[src/rtl/backprop_sequencer.sv]
// Backprop sweep sequencer: clears the stack, then walks layers N-1..0 through COPY/CAL/READ.
// Optional READ stall handshake (dc_dw_ready) enabled by defining BACKPROP_SEQ_STALL_EN.
module backprop_sequencer #(
  parameter int data_size      = 8,
  parameter int size           = 3,
  parameter int max_layer_size = 4
) (
  input  logic                      clk,
  input  logic                      reset,
  input  logic                      start,
  input  logic [32:0]               num_layers,
`ifdef BACKPROP_SEQ_STALL_EN
  input  logic                      dc_dw_ready,
`endif
  output logic                      stack_reset,
  output logic [32:0]               current_layer_index,
  output logic [32:0]               dc_dw_layer_index,
  output logic                      copy,
  output logic                      cal_dy_dy_old,
  input  logic [data_size*size-1:0] dc_dw_stream,
  output logic [data_size*size-1:0] dc_dw_out,
  output logic                      dc_dw_valid,
  output logic                      busy,
  output logic                      done
);

  localparam logic [32:0] LAYER_LIMIT = 33'(max_layer_size);

  typedef enum logic [2:0] {IDLE, CLEAR, COPY, CAL, READ, DONE} state_t;

  state_t      state, next_state;
  logic [32:0] count;
  logic [32:0] layer;
  logic [32:0] dw_idx;
  logic        ready;
  logic        capture;

`ifdef BACKPROP_SEQ_STALL_EN
  assign ready = dc_dw_ready;
`else
  assign ready = 1'b1;
`endif

  assign current_layer_index = layer;
  assign dc_dw_layer_index   = dw_idx;

  always_ff @(posedge clk) begin
    if (reset) state <= IDLE;
    else       state <= next_state;
  end

  always_comb begin
    next_state    = state;
    stack_reset   = 1'b0;
    copy          = 1'b0;
    cal_dy_dy_old = 1'b0;
    busy          = 1'b1;
    done          = 1'b0;
    capture       = 1'b0;
    unique case (state)
      IDLE: begin
        busy = 1'b0;
        if (start) next_state = CLEAR;
      end
      CLEAR: begin
        stack_reset = 1'b1;
        next_state  = (count != '0) ? COPY : DONE;
      end
      COPY: begin
        copy       = 1'b1;
        next_state = CAL;
      end
      CAL: begin
        cal_dy_dy_old = 1'b1;
        next_state    = READ;
      end
      READ: begin
        if (ready) begin
          capture    = 1'b1;
          next_state = (layer != '0) ? COPY : DONE;
        end
      end
      DONE: begin
        done       = 1'b1;
        next_state = IDLE;
      end
      default: next_state = IDLE;
    endcase
  end

  // layer doubles as current_layer_index: loaded on CLEAR->COPY, decremented
  // only on READ->COPY so it holds its last value through DONE and IDLE.
  always_ff @(posedge clk) begin
    if (reset) begin
      count       <= '0;
      layer       <= '0;
      dw_idx      <= '0;
      dc_dw_out   <= '0;
      dc_dw_valid <= 1'b0;
    end else begin
      dc_dw_valid <= capture;
      if (capture) dc_dw_out <= dc_dw_stream;
      if (state == IDLE && start)
        count <= (num_layers > LAYER_LIMIT) ? LAYER_LIMIT : num_layers;
      if (state == CLEAR && count != '0) layer <= count - 33'd1;
      if (capture && layer != '0) layer <= layer - 33'd1;
      if (state == CAL) dw_idx <= layer;
    end
  end

endmodule
[config.mk]
export PLATFORM = sky130hd
export DESIGN_NAME = backprop_sequencer
export DESIGN_NICKNAME = d
export VERILOG_FILES = /design/src/rtl/backprop_sequencer.sv
export SDC_FILE = /design/constraint.sdc
export NUM_CORES = 1
export LEC_CHECK = 0
export CORE_MARGIN = 1.5
export CORE_UTILIZATION = 45
export DETAILED_ROUTE_END_ITERATION = 8
export PLACE_DENSITY = 0.77
export SLEW_MARGIN = 15
export SYNTH_ARGS = -nofsm -noshare
export SYNTH_HDL_FRONTEND = slang
export SYNTH_SLANG_ARGS = --single-unit
[constraint.sdc]
create_clock -name clk -period 4.04 [get_ports clk]
set_input_delay 0.808 -clock clk [delete_from_list [all_inputs] [get_ports clk]]
set_output_delay 0.808 -clock clk [all_outputs]
set_load 0.05 [all_outputs]
==> flow_metrics.tcl, run 1 <==
# place-and-route summary
set metrics [dict create \
    ys_sh_mux 0.0508 \
    combPwrFrac 0.409 \
    status "finished, final reports clean" \
    critPathTopFamily "simple AND/OR/NAND/NOR gates" \
    first_pass_iters 5 \
    synthArstFlopShare 0 \
    tool_warnings 26 \
    drt_wl_total_mm 20.3 \
    ff_count 127 \
    die_w_um 122 \
    postCtsHoldBufs 0 \
    antenna_found_initial 0 \
    p_clk_w 0.00169 \
    clock-sinks 127 \
    cts_tree "built" \
    drt_iter0_drc 801 \
    top_usage_layer "met2" \
    largest_area_cell "dfxtp_1" \
    aoi_share 0.193 \
    setup_tns_ns 0 \
    layout.area.comb_sq_um 3650 \
    cpPeakStageDelay_ns 0.43 \
    cts_setup_buffers 0 \
    portBuffers 155 \
    die_h_um 122 \
    final.min_clock_period_ns 3.47 \
    antenna_cells 1 \
    drc_errors 0 \
    required_ns 4.39 \
    ys_cells 820 \
    power-top-group "combinational logic" \
    crit_cells 10 \
    clock_power_share 0.298 \
    seq_area_sq_um 2550 \
    fillCellCount 1225 \
    setup_viol 0 \
    nClkBuffers 18 \
    tightest_slew_ns 1.00 \
    core.rowCount 43 \
    worst-path-buf-inv 0 \
    grt_pass1_vias 6045 \
    synth_nets 881 \
    chip_area_sq_um 15000 \
    criticalPathCategory "flip-flop to flip-flop" \
    ys_types 65 \
    swShare 0.407 \
    syn_to_final_growth_pct 36.9 \
    cts.root.buffer_cell "clkbuf_16" \
    synth_cells 820 \
    grt_pass1_wl_mm 32.1 \
    switching_power_w 0.00231 \
    nonClkBufAreaFrac 0.191 \
    grt_start_max_net_pins 61 \
    power_w 0.00568 \
    path_max_fanout 9 \
    cts_inserted_buffers 17 \
    finalClockPeriodUsage 0.859 \
    path_cells "nor4_1 -> nand4b_1 -> o31ai_4 -> mux2i_1 -> ha_1 -> o21ai_2 -> nor3_4 -> nand3_1 -> or3_1 -> a31oi_1" \
    io_pins 156 \
    vias_per_cell 5.84 \
    cp-start-kind "flip-flop" \
    r2r_slack_ns 0.57 \
    holdPathStages 2 \
    pwr-share-seq 0.293 \
    ys_area_sq_um 6400 \
    grt_util_met2 0.417 \
    max_cap_viol_count 0 \
    ys_sh_adder 0.00195 \
    ctsResizeCount 0 \
    met1_usage 0.370 \
    taps 180 \
    skew_ns 0.00866 \
    worst_ir_drop_vdd_uv 464 \
    hold_viol_final 0 \
    clockNetworkAreaShare 0.0742 \
    p_leak_nw 3.24 \
    use_met3 0.0809 \
    grt_overflow 0 \
    holdWs_ns 0.452 \
    post-dp-hpwl_mm 13.8 \
    critPathArrivalTime_ns 3.82 \
    multi_input_comb_cells 631 \
    seq_power_w 0.00166 \
    inverters 7 \
    drv_slew 0 \
    signal_buffers 170 \
]
run 1: synthesized netlist by cell type, types with 3 or more instances:
cell type  instances
clkbuf_1          37
or3_1             14
and2_1            32
o31ai_1            6
buf_1              5
a41oi_1            4
a211oi_1           8
o21ai_0           27
nand2_1          172
and3_1             5
nand3b_1           8
a2111oi_0          6
nand2b_1           4
nand3_1           19
inv_1              6
a21o_1             3
a31oi_1           19
mux2i_1           28
nand4_1            6
o311ai_0           6
nor3_1            32
o211ai_1           3
dfxtp_1          127
nor4_1            23
a21oi_1           86
buf_2             13
mux2_2             4
nor4b_1            3
nor2_1            54
or4_1              6
or2_2              5
a22oi_1            3
nor2b_1            3
run 1: worst reg2reg max path: stages, from the launching register on:
cell and delay (ns):
dfxtp_1 0.38, nor4_1 0.36, nand4b_1 0.25, o31ai_4 0.43, mux2i_1 0.24, ha_1 0.34, o21ai_2 0.25, nor3_4 0.39
nand3_1 0.20, or3_1 0.42, a31oi_1 0.15
run 1: final timing paths:
check                                from                      end
setup / recovery  current_layer_index[11]  current_layer_index[24]
hold / removal              dc_dw_out[11]            dc_dw_out[11]
setup reg to reg  current_layer_index[11]  current_layer_index[24]
hold reg to reg             dc_dw_out[11]            dc_dw_out[11]
run 1: per-stage QoR:
| step | setup slack (ns) | std cells | cell area [sq um] | utilization |
|---|---|---|---|---|
| after global placement | 0.767 | 1115 | 8120 | 0.585 |
| after global routing | 0.282 | 1146 | 8770 | 0.632 |
| after CTS | 0.635 | 1146 | 8770 | 0.632 |
| after floorplan | 0.00735 | 820 | 6420 | - |
| after detailed placement | 0.675 | 1115 | 8120 | 0.585 |
| final | 0.571 | 1147 | 8770 | 0.632 |
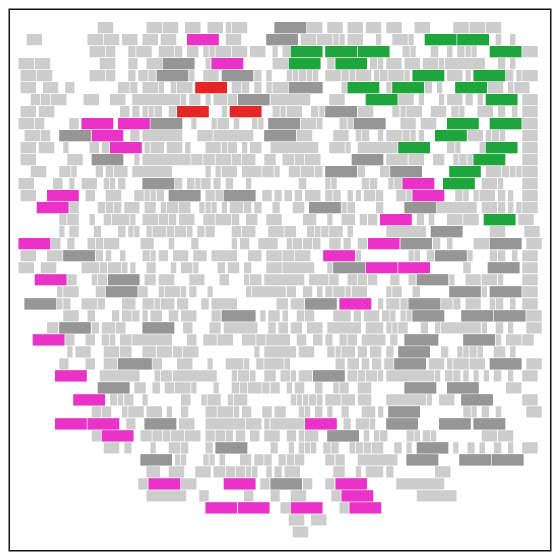
**Above:** run 1 (register map, names as in the netlist).
Other sequential cells in the stronger grey, the rest of the logic in the fainter grey.
Key: magenta = count [placed flops 33, where spread over the die]; green = dc_dw_out [placed flops 24, where north-east]; red = state [placed flops 3]

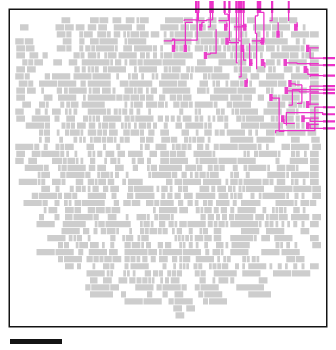
**Above:** run 1 (port wiring).
The bar under the picture is 20 um long.
Key: magenta = dc_dw_stream [direction input, edge 14 north, 10 east, end cells 24, buffers 24, wire 475 um]

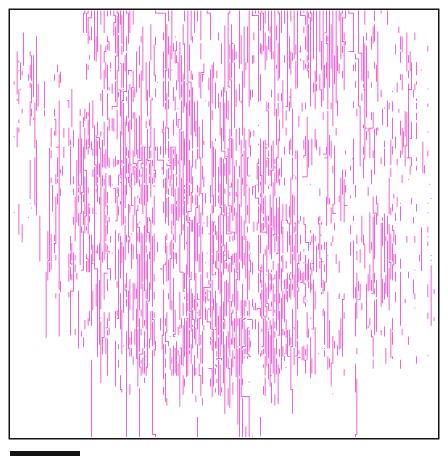
**Above:** run 1 (metal 2).
The bar under the picture is 20 um long.
The layer holds 45% of the routed length. The longest straight run is 54.1 um. The wires run mostly vertical.

--- run 2 (diff from run 1) ---
--- a/config.mk
+++ b/config.mk
@@ -5,7 +5,7 @@
 export SDC_FILE = /design/constraint.sdc
 export NUM_CORES = 1
 export LEC_CHECK = 0
-export CORE_MARGIN = 1.5
+export CAP_MARGIN = 40
 export CORE_UTILIZATION = 45
 export DETAILED_ROUTE_END_ITERATION = 8
 export PLACE_DENSITY = 0.77
@@ -13,3 +13,4 @@
 export SYNTH_ARGS = -nofsm -noshare
 export SYNTH_HDL_FRONTEND = slang
 export SYNTH_SLANG_ARGS = --single-unit
+export TNS_END_PERCENT = 5
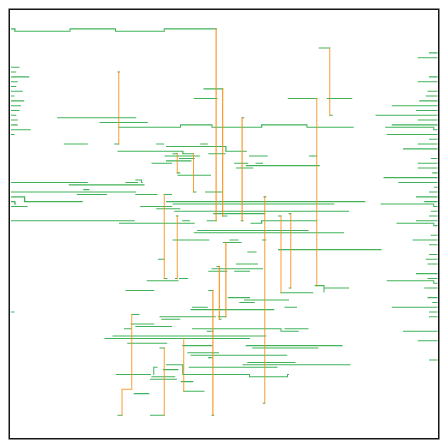
**Above:** run 2 (wiring by layer).
Two of the layers only.
Key: green = met3 [wire length 1,730 um]; orange = met4 [wire length 508 um]

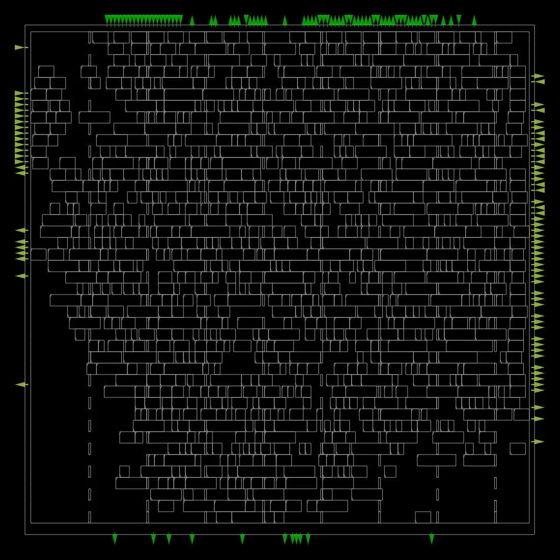
**Above:** run 2 (placed standard cells).
core area: 13,900 sq um
non-filler cells, final: 1,161

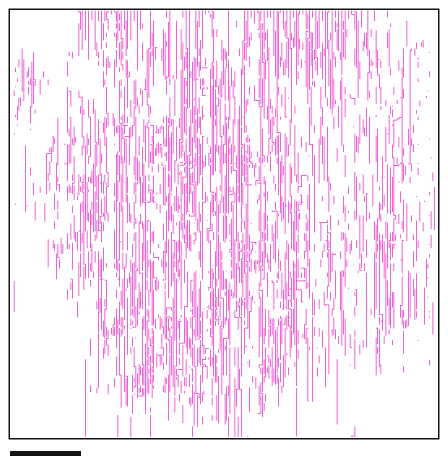
**Above:** run 2 (metal 2).
The bar under the picture is 20 um long.
The layer holds 45% of the routed length. The layer carries 8,960 um of wire. 837 nets have wire on it. The wires run mostly vertical. The longest straight run is 44.2 um.

==> flow_metrics.tcl, run 2 <==
# place-and-route summary
set metrics [dict create \
    clock_power_share 0.274 \
    worst_ir_drop_vdd_uv 438 \
    setup_viol 0 \
    syn_to_final_growth_pct 37.6 \
    required_ns 4.39 \
    p_leak_nw 3.27 \
    cpPeakStageDelay_ns 0.48 \
    swShare 0.419 \
    cts.root.buffer_cell "clkbuf_16" \
    critPathTopFamily "simple AND/OR/NAND/NOR gates" \
    hold_viol_final 0 \
    pwr-share-seq 0.292 \
    max_cap_viol_count 0 \
    setup_tns_ns 0 \
    common_cells "nand2_1, dfxtp_1, a21oi_1" \
    holdPathStages 2 \
    chip_area_sq_um 14700 \
    clock-sinks 127 \
    seq_power_w 0.00162 \
    ys_cells 820 \
    die_h_um 121 \
    grt_start_max_net_pins 68 \
    post-dp-hpwl_mm 13.7 \
    postCtsHoldBufs 0 \
    hold_end "dc_dw_out[6]" \
    hold_start "dc_dw_out[6]" \
    antenna_cells 0 \
    path_max_fanout 9 \
    first_pass_iters 5 \
    combPwrFrac 0.434 \
    cts_tree "built" \
    max_freq_ghz 0.273 \
    r2r_slack_ns 0.38 \
    grt_pass1_vias 5990 \
    ys_types 65 \
    finalClockPeriodUsage 0.907 \
    drt_wl_total_mm 20.0 \
    setup_ws_ns 0.377 \
    synthArstFlopShare 0 \
    portBuffers 155 \
    holdWs_ns 0.453 \
    status "finished, final reports clean" \
    vias_per_cell 5.75 \
    cp-start-kind "flip-flop" \
    placedInstanceArea_sq_um 8210 \
    core.rowCount 43 \
    dp_cells 1126 \
    ys_area_sq_um 6400 \
    switching_power_w 0.00233 \
    io_pins 156 \
    critPathArrivalTime_ns 4.01 \
    final_util 0.635 \
    synth_nets 881 \
    synth_top_area_share 0.397 \
    final_cell_mix "nand2_1, clkdlybuf4s50_1, dfxtp_1, a21oi_1, nor2_1" \
    largest_area_cell "dfxtp_1" \
    synth_cells 820 \
    power_w 0.00555 \
    tool_warnings 26 \
    synthMostInstantiatedCell "nand2_1" \
    drc_errors 0 \
    grt_setup_unrepaired "false" \
    antenna_found_initial 0 \
    cts_inserted_buffers 17 \
    die_w_um 121 \
    criticalPathCategory "flip-flop to flip-flop" \
    design_area_sq_um 8810 \
    timing.rr.end "current_layer_index[24]" \
    holdCritPathClass "flip-flop to flip-flop" \
    skew_ns 0.00918 \
    grt_overflow 0 \
    reg2reg_from "current_layer_index[0]" \
    drt_iter0_drc 630 \
    tightest_slew_ns 0.777 \
]
## run 2: cells by family (layout without fill, tap and decap cells)
family / count (synthesis) / after routing / synth area share
simple gates: 403 / 403 / 0.315
compound gates: 192 / 192 / 0.193
flops: 127 / 127 / 0.397
buf+inv: 62 / 223 / 0.0389
mux: 32 / 32 / 0.0508
xor+xnor: 3 / 3 / 0.00410
fa+ha+maj: 1 / 1 / 0.00195
## run 2: worst reg2reg max path: stages (launching register included)
cell     delay [ns]
dfxtp_1        0.39
nor4_1         0.48
nand4_1        0.28
o31ai_4        0.27
buf_4          0.19
mux2i_1        0.22
ha_1           0.35
o21ai_2        0.25
nor3_4         0.40
nand3_1        0.17
or3_1          0.42
a31oi_1        0.18
## run 2: area by class of cell
| type | instances | area (sq um) |
|---|---|---|
| Fill cell | 1183 | 5070 |
| Multi-Input combinational cell | 631 | 3650 |
| Sequential cell | 127 | 2550 |
| Timing Repair Buffer | 184 | 1780 |
| Clock buffer | 18 | 429 |
| Tap cell | 180 | 225 |
| Clock inverter | 14 | 155 |
| Inverter | 7 | 26.3 |
## run 2: how the worst max path moves through the flow
stage,start,endpoint,slack (ns),depth (start not counted)
after global placement,current_layer_index[0],current_layer_index[24],0.41,10
after detailed placement,current_layer_index[0],current_layer_index[24],0.27,10
final,current_layer_index[0],current_layer_index[24],0.38,11
after CTS,current_layer_index[0],current_layer_index[24],0.24,10
after global routing,current_layer_index[0],current_layer_index[26],0.18,11
after floorplan,current_layer_index[18],current_layer_index[24],0.007,14
## run 2: timing repair
action                     4_1_cts  5_1_grt
resized                          0        0
setup endpoints to repair        0        4
setup buffers                    0        3
## run 2: routing by layer
metal  global-route usage  vias up  part of all wire
li1                     -     3244                 -
met1                0.373     3096              0.44
met2                0.405      293              0.45
met3               0.0752       45             0.087
met4                0.115        0             0.025
met5                    0        -                 0
--- run 3 (diff from run 2) ---
--- a/config.mk
+++ b/config.mk
@@ -8,6 +8,7 @@
 export CAP_MARGIN = 40
 export CORE_UTILIZATION = 45
 export DETAILED_ROUTE_END_ITERATION = 8
+export GPL_TIMING_DRIVEN = 0
 export PLACE_DENSITY = 0.77
 export SLEW_MARGIN = 15
 export SYNTH_ARGS = -nofsm -noshare
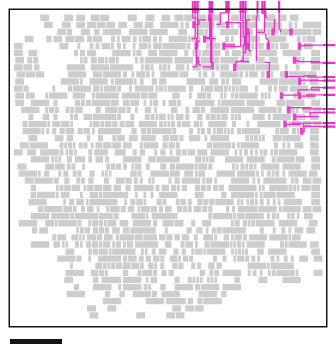
**Above:** run 3 (port wiring).
The bar under the picture is 20 um long.
number of port buffers: 154
IO Pins: 156

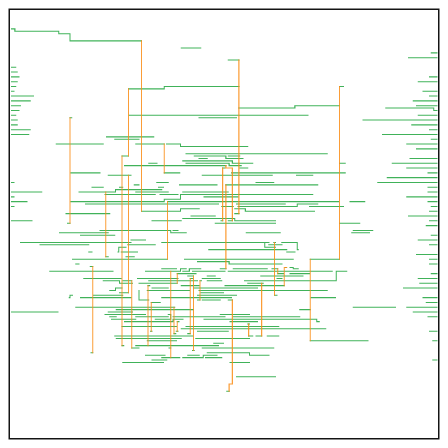
**Above:** run 3 (wiring by layer).
Two of the layers only.
Key: orange = met4 [wire length 615 um]; green = met3 [wire length 2,490 um]

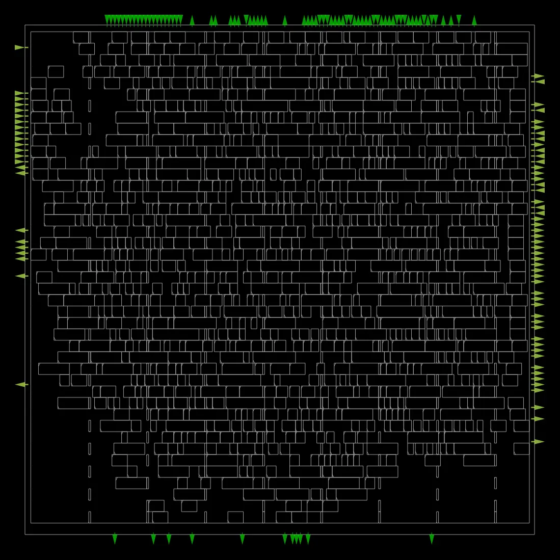
**Above:** run 3 (placed standard cells).
Rows: 43
# fillers: 1,237
registers: 127

==> flow_metrics.tcl, run 3 <==
# place-and-route summary
set metrics [dict create \
    pwr-share-seq 0.294 \
    synthArstFlopShare 0 \
    switching_power_w 0.00241 \
    max_cap_viol_count 0 \
    chip_area_sq_um 14700 \
    ys_cells 820 \
    grt_pass1_vias 6389 \
    ys_sh_xor 0.00410 \
    drc_errors 0 \
    cts.root.buffer_cell "clkbuf_16" \
    syn_to_final_growth_pct 39.3 \
    placedInstanceArea_sq_um 8190 \
    ys_sh_adder 0.00195 \
    tool_warnings 26 \
    clock-sinks 127 \
    ys_top_logic_family "simple AND/OR/NAND/NOR gates" \
    grt_start_max_net_pins 20 \
    use_met3 0.0672 \
    grt_setup_unrepaired "false" \
    postCtsHoldBufs 0 \
    clk_path_buf_depth 2 \
    ys_area_sq_um 6400 \
    p_clk_w 0.00162 \
    synthMostInstantiatedCell "nand2_1" \
    top_usage_layer "met2" \
    setup_ws_ns 0.246 \
    worst_ir_drop_vdd_uv 453 \
    post-dp-hpwl_mm 15.7 \
    synth_warnings 0 \
    drt_iter0_drc 880 \
    drt_wl_total_mm 22.5 \
    seq_power_w 0.00169 \
    required_ns 4.39 \
    common_cells "nand2_1, dfxtp_1, a21oi_1" \
    stdcell_count 1188 \
    antenna_found_initial 0 \
    synth_nets 881 \
    first_pass_iters 5 \
    dp_cells 1155 \
    skew_ns 0.00779 \
    clock_power_share 0.282 \
    cts_inserted_buffers 17 \
    setup_tns_ns 0 \
    coreArea_sq_um 13900 \
    cts_tree "built" \
    final_cell_mix "nand2_1, clkdlybuf4s50_1, dfxtp_1, a21oi_1, nor2_1" \
    die_w_um 121 \
    ys_sh_mux 0.0508 \
    highest_layer "met4" \
    holdWs_ns 0.452 \
    m1WireLength_mm 9.24 \
    aoi_share 0.193 \
    hold_viol_final 0 \
    holdCritPathClass "flip-flop to flip-flop" \
    design_area_sq_um 8920 \
    vias 7054 \
    critPathArrivalTime_ns 4.14 \
    grt_overflow 0 \
    path_max_fanout 19 \
    wl_met2_mm 10.1 \
    vias_per_cell 5.94 \
    synth_top_area_share 0.397 \
    combPwrFrac 0.424 \
    simple_gate_area_frac 0.315 \
    die_h_um 121 \
    setup_viol 0 \
    criticalPathCategory "flip-flop to flip-flop" \
    antenna_cells 0 \
    status "finished, final reports clean" \
    largest_area_cell "dfxtp_1" \
    ys_types 65 \
    synth_cells 820 \
    p_leak_nw 3.25 \
    grt_util_met2 0.477 \
    met1_usage 0.415 \
    swShare 0.421 \
    tightest_slew_ns 0.926 \
]
==> run 3: worst max-delay path, cell delays in order, from the launching register on <==
cell	delay (ns)
dfxtp_1	0.45
or3_4	0.44
nand3b_4	0.20
o31ai_4	0.30
buf_6	0.25
buf_4	0.32
mux2i_2	0.31
ha_4	0.24
o21ai_4	0.16
or2_2	0.38
a2111oi_2	0.39
a31oi_1	0.07
a21oi_1	0.20
==> run 3: through the flow <==
stage	power [W]	utilization
5_1_grt	0.00596	0.642
2_1_floorplan	0.00325	-
3_3_place_gp	0.00397	0.590
3_5_place_dp	0.00399	0.590
6_report	0.00573	0.642
4_1_cts	0.00562	0.637
==> run 3: worst paths after layout <==
| kind | start | to | slack, ns | cells after the start |
|---|---|---|---|---|
| max | current_layer_index[18] | current_layer_index[14] | 0.25 | 12 |
| min | dc_dw_out[11] | dc_dw_out[11] | 0.45 | 2 |
| max reg2reg | current_layer_index[18] | current_layer_index[14] | 0.25 | 12 |
| min reg2reg | dc_dw_out[11] | dc_dw_out[11] | 0.45 | 2 |
==> run 3: final cells by class <==
| type | instances | area [sq um] | share of cell area |
|---|---|---|---|
| Buffer | 53 | 221 | 0.0248 |
| Clock buffer | 20 | 467 | 0.0523 |
| Clock inverter | 12 | 158 | 0.0177 |
| Inverter | 7 | 26.3 | 0.00295 |
| Multi-Input combinational cell | 631 | 3700 | 0.415 |
| Sequential cell | 127 | 2550 | 0.286 |
| Tap cell | 180 | 225 | 0.0253 |
| Timing Repair Buffer | 158 | 1570 | 0.176 |
==> run 3: cell families after synthesis <==
family          count (synthesis)
xor+xnor                        3
compound gates                192
fa+ha+maj                       1
mux                            32
flops                         127
buf+inv                        62
simple gates                  403
==> run 3: timing repair <==
action	in CTS	in global routing
pin swaps	2	1
resized	6	12
setup endpoints to repair	15	9
buffers inserted	2	0
Power and IR drop assume default switching activity.
